### src/rtl/fib_index_decoder_pkg.sv
// Shared constants and state encoding for the Fibonacci index decoder.
package fib_index_decoder_pkg;
  localparam int W         = 32;
  localparam int IW        = 8;
  localparam int FIB_MAX_K = 47;

  typedef enum logic [2:0] {
    R0 = 3'd0,
    R1 = 3'd1,
    C  = 3'd2,
    O0 = 3'd3,
    O1 = 3'd4
  } state_e;
endpackage

### src/rtl/fib_index_decoder_next_fibonacci_w.sv
// Next Fibonacci term: plain unsigned add with no carry-in.
module next_fibonacci_w #(
  parameter int WIDTH = 33
) (
  input  logic [WIDTH-1:0] f_n_m1_i,
  input  logic [WIDTH-1:0] f_n_m2_i,
  output logic [WIDTH-1:0] f_n_o
);
  assign f_n_o = f_n_m1_i + f_n_m2_i;
endmodule

### src/rtl/fib_index_decoder.sv
// Accepts a word over dav_/rfd, walks the Fibonacci sequence until it reaches or
// passes the word, then offers the index and is_fib flag downstream.
module fib_index_decoder
  import fib_index_decoder_pkg::*;
(
  input  logic          clock,
  input  logic          reset_,
  input  logic          dav_in_,
  output logic          rfd_in,
  input  logic [W-1:0]  x,
  output logic          dav_out_,
  input  logic          rfd_out,
  output logic [IW-1:0] index,
  output logic          is_fib
);
  state_e        state_q, state_d;
  logic [W-1:0]  x_q, x_d;
  logic [W:0]    fm1_q, fm1_d, fm2_q, fm2_d;
  logic [W:0]    fib_sum;
  logic [W:0]    x_ext;
  logic [IW-1:0] k_q, k_d, index_q, index_d;
  logic          is_fib_q, is_fib_d, rfd_in_q, rfd_in_d, dav_out_q, dav_out_d;

  next_fibonacci_w #(.WIDTH(W + 1)) u_next_fib (
    .f_n_m1_i (fm1_q),
    .f_n_m2_i (fm2_q),
    .f_n_o    (fib_sum)
  );

  assign x_ext = {1'b0, x_q};

  always_comb begin
    state_d   = state_q;
    x_d       = x_q;
    fm1_d     = fm1_q;
    fm2_d     = fm2_q;
    k_d       = k_q;
    index_d   = index_q;
    is_fib_d  = is_fib_q;
    rfd_in_d  = rfd_in_q;
    dav_out_d = dav_out_q;
    unique case (state_q)
      R0: begin
        if (!dav_in_) begin
          x_d      = x;
          rfd_in_d = 1'b0;
          state_d  = R1;
        end
      end
      R1: begin
        fm1_d = {{W{1'b0}}, 1'b1};
        fm2_d = '0;
        k_d   = IW'(1);
        if (dav_in_) begin
          rfd_in_d = 1'b1;
          if (x_q == '0) begin
            index_d   = '0;
            is_fib_d  = 1'b1;
            dav_out_d = 1'b0;
            state_d   = O0;
          end else begin
            state_d = C;
          end
        end
      end
      C: begin
        // dav_out_ drops on the exit edge so the result is valid on O0 entry
        if (fm1_q == x_ext) begin
          index_d   = k_q;
          is_fib_d  = 1'b1;
          dav_out_d = 1'b0;
          state_d   = O0;
        end else if (fm1_q > x_ext) begin
          index_d   = k_q - IW'(1);
          is_fib_d  = 1'b0;
          dav_out_d = 1'b0;
          state_d   = O0;
        end else begin
          fm1_d = fib_sum;
          fm2_d = fm1_q;
          k_d   = k_q + IW'(1);
        end
      end
      O0: begin
        if (!rfd_out) begin
          dav_out_d = 1'b1;
          state_d   = O1;
        end
      end
      O1: begin
        if (rfd_out) state_d = R0;
      end
      default: state_d = R0;
    endcase
  end

  always_ff @(posedge clock) begin
    if (!reset_) begin
      state_q   <= R0;
      x_q       <= '0;
      fm1_q     <= '0;
      fm2_q     <= '0;
      k_q       <= '0;
      index_q   <= '0;
      is_fib_q  <= 1'b0;
      rfd_in_q  <= 1'b1;
      dav_out_q <= 1'b1;
    end else begin
      state_q   <= state_d;
      x_q       <= x_d;
      fm1_q     <= fm1_d;
      fm2_q     <= fm2_d;
      k_q       <= k_d;
      index_q   <= index_d;
      is_fib_q  <= is_fib_d;
      rfd_in_q  <= rfd_in_d;
      dav_out_q <= dav_out_d;
    end
  end

  assign rfd_in   = rfd_in_q;
  assign dav_out_ = dav_out_q;
  assign index    = index_q;
  assign is_fib   = is_fib_q;
endmodule

### config.mk
export PLATFORM = sky130hd
export DESIGN_NAME = fib_index_decoder
export DESIGN_NICKNAME = d
export VERILOG_FILES = /design/src/rtl/fib_index_decoder_pkg.sv /design/src/rtl/fib_index_decoder_next_fibonacci_w.sv /design/src/rtl/fib_index_decoder.sv
export SDC_FILE = /design/constraint.sdc
export NUM_CORES = 1
export LEC_CHECK = 0
export CAP_MARGIN = 10
export CORE_MARGIN = 3
export CORE_UTILIZATION = 30
export DETAILED_ROUTE_END_ITERATION = 10
export DONT_BUFFER_PORTS = 1
export SKIP_CTS_REPAIR_TIMING = 1
export SYNTH_ARGS = -nofsm -noshare
export SYNTH_HDL_FRONTEND = slang
export SYNTH_SLANG_ARGS = --single-unit
### constraint.sdc
create_clock -name clock -period 3.8 [get_ports clock]
set_input_delay 0.57 -clock clock [delete_from_list [all_inputs] [get_ports clock]]
set_output_delay 0.57 -clock clock [all_outputs]
set_load 0.02 [all_outputs]
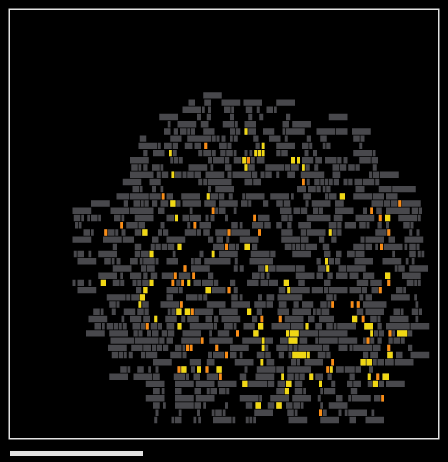
**Above:** run 1 (selected gate families).
Bar = 50 µm.
nor cells -> yellow  # cells 74
inv cells -> orange  # cells 51

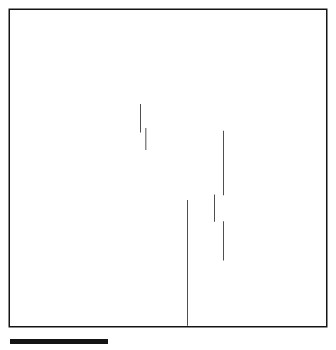
**Above:** run 1 (met4 routing).
Bar = 50 µm.
wire length on this layer = 155 µm
nets with wire on the layer = 3
Via Count: 6,054
Routed WL: 18,400 µm

==> job_summary.md, run 1 <==
## PnR job results

| Metric | Value |
|---|---|
| Syn Area/Cell | `8.14 µm²` |
| Largest net degree at the start of global routing | `118` |
| Final setup skew | `0.00955 ns` |
| Number of distinct library cells after synthesis | `65` |
| # DRC | `0` |
| Clk root buf | `clkbuf_16` |
| Final Hold Violation Tally | `0` |
| Peak VDD IR | `411 µV` |
| Port bufs | `0` |
| Outcome | `completed` |
| Vias in the first global route | `5,970` |
| Yosys top cell by area | `dfxtp_1` |
| Post-Layout Cell Count | `1,203` |
| Synth Seq Share | `0.332` |
| Die outline width | `161 µm` |
| Drt wl/cell | `15.3 µm` |
| Synth mux share | `0.00138` |
| N_taps | `319` |
| CTS H-tree lvls | `4` |
| Setup TNS | `0 ns` |
| Seq/total area | `0.296` |
| Adder Area Share | `0.117` |
| Yosys xor share | `0.0484` |
| Post-DP HPWL | `13,000 µm` |
| CTS Buf Count | `17` |
| DRT Pass-1 Iters | `5` |
| First-pass GRT wire length | `30,700 µm` |
| Top Registers | `fm1_q: 33 flops, fm2_q: 33 flops, x_q: 32 flops` |
| Placed Cells | `1,173` |
| Achievable Freq | `0.300 GHz` |
| Non-clock buffer share | `0.0130` |
| Placer Congestion | `0.815` |
| Flip-flops with a built-in enable | `0` |
| Yosys warns | `0` |
| Placed Area | `7570 µm²` |
| Slew @ Worst Pin | `0.831 ns` |
| Initial antenna violation count | `0` |
| Overflow after GRT | `0` |
| Worst skew pair latency | `0.42 ns` |
| Clk tree area frac | `0.0669` |
| Register area | `2400 µm²` |
| Clock slew at reported path FFs | `0.06 ns` |
| Clock sink count | `120` |
| Yosys stat cell total | `890` |
| Row cnt | `56` |
| Warning total across the stage logs | `29` |
| Comb area leader | `AND-OR/OR-AND gates` |
| Final net count | `976` |
| Hold Slack | `0.221 ns` |
| Commonest Layout Cell | `nand2_1` |
| Hold crit path type | `input port to flip-flop` |
| Share of cells above drive strength 1 | `0.0600` |
| Simple-Gate Area Share | `0.218` |
| Synth top area share | `0.332` |
| Tot Pwr | `4540 µW` |
| Post-route ant nets | `0` |
| Final setup fails | `0` |
| Worst slew margin | `0.445` |
| Data arrival, critical path | `3.64 ns` |
| Comb area | `4470 µm²` |
| Worst Path Required | `4.10 ns` |
| Clock buffer cells | `27` |
| Slew Limit Fails | `0` |
| Crit path max fanout | `4` |
| Mapped cell area | `7240 µm²` |
| Ys flops | `120` |
| N_diodes | `0` |
| Area grow syn2layout | `12.0%` |
| #MultiIn Comb | `674` |
| Final Cell Area | `8110 µm²` |
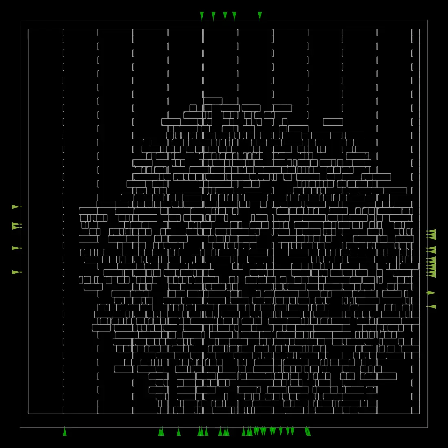
**Above:** run 1 (placement view).
flop count: 120
Util after Layout: 0.344

## run 1: power by group
part	internal, µW	leakage [µW]	total [µW]	switching [µW]
Clock	959	0.000267	1510	556
Sequential	1380	0.000973	1540	161
Combinational	464	0.00196	1480	1020
## run 1: routing by layer
metal	up-vias	GRT usage	wire length [µm]
met5	-	0	0
met4	0	0.0329	155
met3	14	0.0380	895
met2	107	0.238	8390
met1	2826	0.195	8960
li1	3107	-	-
## run 1: critical path, cell delays in order, from the launching register on
cell and delay (ns):
dfxtp_1 0.36, ha_1 0.22, inv_1 0.07, fa_1 0.37, nand2b_1 0.19, a21o_1 0.20, a211oi_1 0.36, a22o_1 0.30
a41oi_1 0.23, o21ai_0 0.38, o21ai_0 0.19, xnor2_1 0.15, a32o_1 0.21
## run 1: cells in the mapped netlist, types with 5 or more instances
library cell  count
xor2_1           20
clkbuf_1         32
nor3_1           12
o211ai_1          6
a21oi_1          39
or3_1             6
nor4_1           12
a21o_1           23
o21ai_0          28
dfxtp_1         120
a21boi_1         19
a211oi_1          6
a31oi_1           5
a21boi_0         67
ha_1             66
buf_2             7
nand4_1          19
inv_1            50
nand3_1          61
nand2_1         146
a32o_1            6
nand2b_1          6
nor2b_1          13
xnor2_1          20
nor2_1           33
## run 1: path summary, 6_finish.rpt
check | start | cells past startpoint | end | slack (ns)
worst max-delay path | fm1_q[0]$_SDFFE_PN0P_ | 12 | fm1_q[30]$_SDFFE_PN0P_ | 0.46
worst min-delay path | rfd_out | 1 | state_q[2]$_SDFFE_PN0P_ | 0.22
worst max register to register | fm1_q[0]$_SDFFE_PN0P_ | 12 | fm1_q[30]$_SDFFE_PN0P_ | 0.46
worst min register to register | fm2_q[28]$_SDFFE_PN0P_ | 2 | fm2_q[28]$_SDFFE_PN0P_ | 0.46
**Run 1: routed metal, one colour a layer**

Bar = 50 µm.
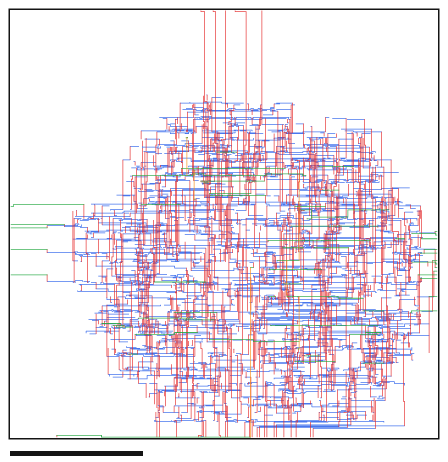

==> run 2: changes to the inputs <==
Settings changed: RECOVER_POWER set to 50, SETUP_SLACK_MARGIN set to 0.05.
Clock period 3.8 ns to 3.4 ns, I/O delays scaled along.
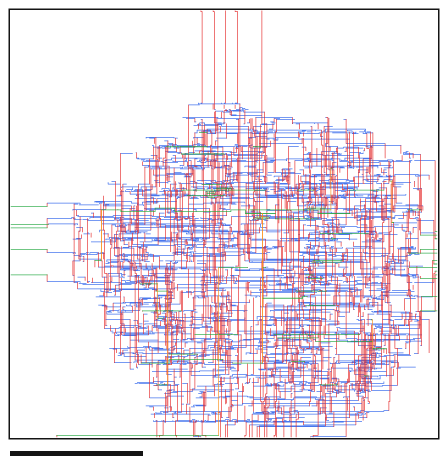
**Above:** run 2 (routed metal, one colour a layer).
Bar = 50 µm.
M3 -> green  # wire length 757 µm
M2 -> red  # wire length 8,290 µm
M1 -> blue  # wire length 9,290 µm
M4 -> orange  # wire length 229 µm

==> job_summary.md, run 2 <==
## PnR job results

| Metric | Value |
|---|---|
| Min-Delay Endpoint | `state_q[2]$_SDFFE_PN0P_` |
| Top Family by Delay on Critical Path | `AND-OR/OR-AND gates` |
| LEAKAGE | `0.00325 µW` |
| Largest net degree at the start of global routing | `118 (unchanged)` |
| Syn Area/Cell | `8.14 µm² (unchanged)` |
| CTS Buf Count | `17 (unchanged)` |
| Reg-to-Reg End | `fm1_q[32]$_SDFFE_PN0P_` |
| Critical path depth | `11 (-1)` |
| Slew @ Worst Pin | `1.30 ns (+0.466 ns)` |
| Flip-flops with a built-in enable | `0 (unchanged)` |
| Setup TNS | `0 ns (unchanged)` |
| DRT Pass-1 Iters | `5 (unchanged)` |
| Power share of the combinational group | `0.311 (-0.016)` |
| Final net count | `978 (+0.20%)` |
| Port bufs | `0 (unchanged)` |
| Overflow after GRT | `0 (unchanged)` |
| Setup crit end | `fm1_q[32]$_SDFFE_PN0P_` |
| Worst skew pair latency | `0.42 ns (about the same)` |
| Tot Pwr | `5260 µW (+16%)` |
| Cell mode on critical path | `a21o_1` |
| Data arrival, critical path | `3.54 ns (-0.10 ns)` |
| Worst slew margin | `0.132 (-0.312)` |
| Synth top area share | `0.332 (unchanged)` |
| First-pass GRT wire length | `30,600 µm (-0.45%)` |
| Comb area | `4450 µm² (-0.56%)` |
| Initial antenna violation count | `0 (unchanged)` |
| Final Hold Violation Tally | `0 (unchanged)` |
| Warning total across the stage logs | `29 (unchanged)` |
| # DRC | `0 (unchanged)` |
| N_diodes | `0 (unchanged)` |
| Register area | `2400 µm² (unchanged)` |
| Clock group share of total power | `0.362 (+0.028)` |
| Power Internal | `3280 µW (+17%)` |
| Yosys warns | `0 (unchanged)` |
| Cell Chain, Critical Path | `inv_1 -> ha_1 -> a21o_1 -> a21o_1 -> a2111oi_4 -> o221ai_1 -> a221oi_4 -> buf_4 -> and2_0 -> nand3b_1 -> o211ai_1` |
| Yosys stat cell total | `890 (unchanged)` |
| Clock slew at reported path FFs | `0.06 ns (about the same)` |
| CTS H-tree lvls | `4 (unchanged)` |
| Placer Congestion | `0.841 (+3.2%)` |
| Post-DP HPWL | `13,200 µm (+1.1%)` |
| Top Registers | `fm1_q: 33 flops, fm2_q: 33 flops, x_q: 32 flops` |
| Synth Seq Share | `0.332 (unchanged)` |
| Clk root buf | `clkbuf_16` |
| Achievable Freq | `0.312 GHz (+4.1%)` |
| Commonest non-fill, non-tap cells in the layout | `nand2_1 (146), dfxtp_1 (120), a21boi_0 (67), ha_1 (66), nand3_1 (61)` |
| Sw power | `1990 µW (+14%)` |
| Commonest Layout Cell | `nand2_1` |
| Final setup skew | `0.00844 ns (-0.00111 ns)` |
| Highest Signal Layer | `met4` |
| Met2 routed WL | `8290 µm (-1.2%)` |
| Reg-to-reg slack, setup | `0.20 ns (-0.27 ns)` |
| Row cnt | `56 (unchanged)` |
| R2r startpoint | `x_q[14]$_SDFFE_PN0P_` |
| Min-delay src | `rfd_out` |
| Sw frac | `0.377 (-0.00517)` |
| Worst hold path depth | `1 (unchanged)` |
| Top cells by count | `nand2_1 (146), dfxtp_1 (120), a21boi_0 (67), ha_1 (66), nand3_1 (61)` |
| Post-route ant nets | `0 (unchanged)` |
| Die outline width | `161 µm (unchanged)` |
| Worst Setup SP | `x_q[14]$_SDFFE_PN0P_` |
| Mapped cell area | `7240 µm² (unchanged)` |
| Worst path slowest cell | `a221oi_4` |
| Outcome | `completed` |
| Hold crit path type | `input port to flip-flop` |
| Final setup fails | `0 (unchanged)` |
| WP buf/inv | `2 (+1)` |
| Peak VDD IR | `482 µV (+17%)` |
| Area grow syn2layout | `12.7%` |
| Routed WL | `18,600 µm (+0.88%)` |
| WL met1 | `9290 µm (+3.6%)` |
| Via Count | `6,069 (+0.25%)` |
[run 2: cell counts after synthesis]
No cell type changed its count.
[run 2: power by group through the flow]
stage          Clock, µW  Sequential, µW  Combinational, µW
2_1_floorplan          0            1700               1170
3_3_place_gp           0            1750               1680
3_5_place_dp           0            1750               1690
4_1_cts             1940            1720               1690
5_1_grt             2000            1740               1810
6_report            1910            1720               1640
[run 2: layout make-up]
| class | instances | share of cell area |
|---|---|---|
| Tap cell | 319 | 0.0489 |
| Multi-Input combinational cell | 674 | 0.545 |
| Clock buffer | 26 | 0.0672 |
| Timing Repair Buffer | 11 | 0.0116 |
| Inverter | 51 | 0.0234 |
| Clock inverter | 6 | 0.0101 |
| Sequential cell | 120 | 0.294 |
[run 2: metal layers]
layer,vias to the layer above,GRT usage
met5,-,0
met1,2826,0.197
met2,116,0.230
met4,0,0.0395
li1,3108,-
met3,19,0.0354
[run 2: cell families (layout without fill, tap and decap cells)]
family,after synthesis,in the layout,synth area share
AND-OR/OR-AND,234,234,0.230
XOR/XNOR,40,40,0.0484
multiplexers,1,1,0.00138
adder cells (fa/ha/maj),67,67,0.117
buffers and inverters,96,94,0.0541
AND/OR/NAND/NOR,332,332,0.218
flip-flops,120,120,0.332
[run 2: stage by stage]
step | util | instances | worst slack, ns | hold slack [ns] | area, µm²
global route | 0.346 | 1207 | 0.0386 | 0.142 | 8170
CTS | 0.347 | 1207 | 0.244 | 0.142 | 8210
global placement | 0.321 | 1175 | 0.288 | 0.443 | 7570
detailed placement | 0.321 | 1175 | 0.270 | 0.450 | 7570
floorplan | - | 890 | 0.658 | 0.434 | 7240
finish | 0.346 | 1207 | 0.196 | 0.157 | 8170
**Run 2: placement view**

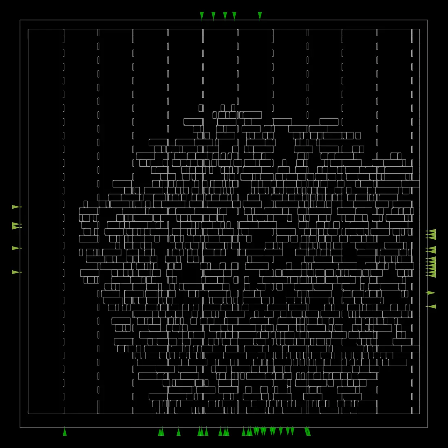

==> run 3: changes to the inputs <==
Settings changed: CORE_MARGIN 3 to 10.
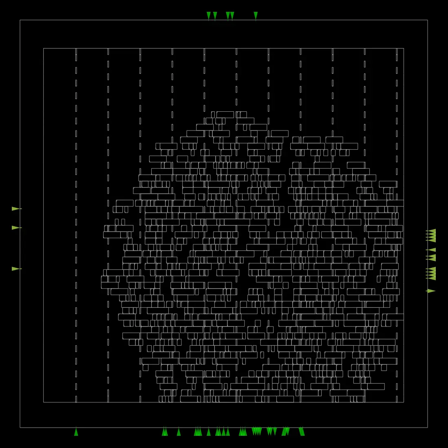
**Above:** run 3 (placement view).
Post-Layout Cell Count: 1,208
FILL cells: 2,461

==> job_summary.md, run 3 <==
## PnR job results

| Metric | Value |
|---|---|
| Post-DP HPWL | `13,200 µm (+0.35%)` |
| Util after Layout | `0.346 (+0.000530)` |
| Synth top area share | `0.332 (unchanged)` |
| WL met1 | `9160 µm (-1.4%)` |
| Placer Congestion | `0.823 (-2.1%)` |
| Commonest Layout Cell | `nand2_1` |
| Final setup fails | `0 (unchanged)` |
| Busiest layer in global routing | `met2` |
| Min-Delay Endpoint | `state_q[2]$_SDFFE_PN0P_` |
| Largest net degree at the start of global routing | `118 (unchanged)` |
| Hold Slack | `0.156 ns (-0.00184 ns)` |
| # DRC | `0 (unchanged)` |
| Tot Pwr | `5220 µW (-0.75%)` |
| Clock slew at reported path FFs | `0.06 ns (about the same)` |
| Warning total across the stage logs | `29 (unchanged)` |
| Failing checks | `max-capacitance violations` |
| Post-route setup slack | `0.285 ns (+0.0892 ns)` |
| Area grow syn2layout | `12.9%` |
| Comb area | `4460 µm² (+0.28%)` |
| CTS tree | `done` |
| Dominant flop cell | `dfxtp_1` |
| Yosys warns | `0 (unchanged)` |
| GR Util met1 | `0.158 (-0.0386)` |
| First-pass GRT wire length | `30,900 µm (+1.1%)` |
| Peak VDD IR | `735 µV (+52%)` |
| Port bufs | `0 (unchanged)` |
| Outcome | `complete, but fails checks` |
| Slew @ Worst Pin | `1.50 ns (+0.200 ns)` |
| Overflow after GRT | `0 (unchanged)` |
| Yosys stat cell total | `890 (unchanged)` |
| Commonest non-fill, non-tap cells in the layout | `nand2_1 (146), dfxtp_1 (120), a21boi_0 (67), ha_1 (66), nand3_1 (61)` |
| Hold crit path type | `input port to flip-flop` |
| Grt met2 use | `0.198 (-0.0316)` |
| Placed Cells | `1,176 (+0.085%)` |
| Core area | `23,600 µm²` |
| Achievable Freq | `0.321 GHz (+2.9%)` |
| Final setup skew | `0.0106 ns (+0.00221 ns)` |
| Routed WL | `18,700 µm (+0.87%)` |
| Mapped cell area | `7240 µm² (unchanged)` |
| Row cnt | `56 (unchanged)` |
| Register area | `2400 µm² (unchanged)` |
| Worst slew margin | `0.00140 (-0.131)` |
| Via Count | `6,113 (+0.72%)` |
| CTS Buf Count | `17 (unchanged)` |
| Final Cell Area | `8180 µm² (+0.15%)` |
| DRT Pass-1 Iters | `5 (unchanged)` |
| Die outline width | `175 µm (+8.7%)` |
| MaxCap Viol Count | `1` |
| Met2 routed WL | `8710 µm (+5.1%)` |
| N_diodes | `0 (unchanged)` |
| Clk root buf | `clkbuf_16` |
| Top Registers | `fm1_q: 33 flops, fm2_q: 33 flops, x_q: 32 flops` |
| Die height | `175 µm` |
| Reg-to-reg slack, setup | `0.28 ns (+0.09 ns)` |
| Final Hold Violation Tally | `0 (unchanged)` |
| Worst skew pair latency | `0.43 ns (about the same)` |
| LEAKAGE | `0.00325 µW (+0.11%)` |
| Reg-to-Reg End | `fm2_q[9]$_SDFFE_PN0P_` |
| Highest Signal Layer | `met4` |
| DR iter-0 viols | `312` |
| Synth Seq Share | `0.332 (unchanged)` |
| Count leader, synth | `nand2_1` |
| Placed Area | `7590 µm² (+0.26%)` |
| Min-delay src | `rfd_out` |
| Setup TNS | `0 ns (unchanged)` |
| Top cells by count | `nand2_1 (146), dfxtp_1 (120), a21boi_0 (67), ha_1 (66), nand3_1 (61)` |
| Setup WS pre-CTS | `0.229 ns (-0.0411 ns)` |
| Clock sink count | `120` |
| GR Util met3 | `0.0339 (-0.00151)` |
| R2r startpoint | `x_q[14]$_SDFFE_PN0P_` |
| Worst hold path depth | `1 (unchanged)` |
| Data arrival, critical path | `3.45 ns (-0.09 ns)` |
| Post-route ant nets | `0 (unchanged)` |
| Flip-flops with a built-in enable | `0 (unchanged)` |
| CTS H-tree lvls | `4 (unchanged)` |
| Syn Area/Cell | `8.14 µm² (unchanged)` |
| Final net count | `979 (+0.10%)` |
| R2R depth | `11` |
==> run 3: worst max path at each step <==
stage,start,end,cells past startpoint
after floorplan,fm1_q[0]$_SDFFE_PN0P_,fm1_q[30]$_SDFFE_PN0P_,12
after global placement,x_q[16]$_SDFFE_PN0P_,index[6]$_SDFFE_PN0P_,12
after global routing,x_q[22]$_SDFFE_PN0P_,index[6]$_SDFFE_PN0P_,12
after detailed placement,fm1_q[0]$_SDFFE_PN0P_,fm1_q[30]$_SDFFE_PN0P_,12
final,x_q[14]$_SDFFE_PN0P_,fm2_q[9]$_SDFFE_PN0P_,11
after CTS,fm1_q[0]$_SDFFE_PN0P_,fm1_q[30]$_SDFFE_PN0P_,12
==> run 3: critical path, stage by stage, from the launching register on <==
cell and delay (ns):
dfxtp_1 0.32, inv_1 0.05, ha_1 0.30, a21o_1 0.18, a21o_1 0.20, a2111oi_4 0.40
o221ai_2 0.20, a221oi_4 0.46, nand2b_1 0.31, buf_12 0.28, nand3_1 0.10, a21boi_0 0.21
==> run 3: power by group <==
part / leakage, µW / internal (µW) / switching (µW)
Clock: 0.000294 / 1160 / 654
Combinational: 0.00198 / 529 / 1160
Sequential: 0.000973 / 1540 / 183
Total: 0.00325 / 3230 / 1990
==> run 3: cell type report <==
| class | count | area share |
|---|---|---|
| clock buffers | 26 | 0.0659 |
| inverters | 51 | 0.0234 |
| multi-input cells | 674 | 0.545 |
| flip-flops and latches | 120 | 0.294 |
| repair buffers | 12 | 0.0156 |
| clock inverters | 6 | 0.00734 |
| well taps | 319 | 0.0488 |
==> run 3: cells by family after synthesis <==
group                    share of synthesized area
AND/OR/NAND/NOR                              0.218
multiplexers                               0.00138
AND-OR/OR-AND                                0.230
adder cells (fa/ha/maj)                      0.117
XOR/XNOR                                    0.0484
flip-flops                                   0.332
buffers and inverters                       0.0541
Power and IR drop assume default switching activity.
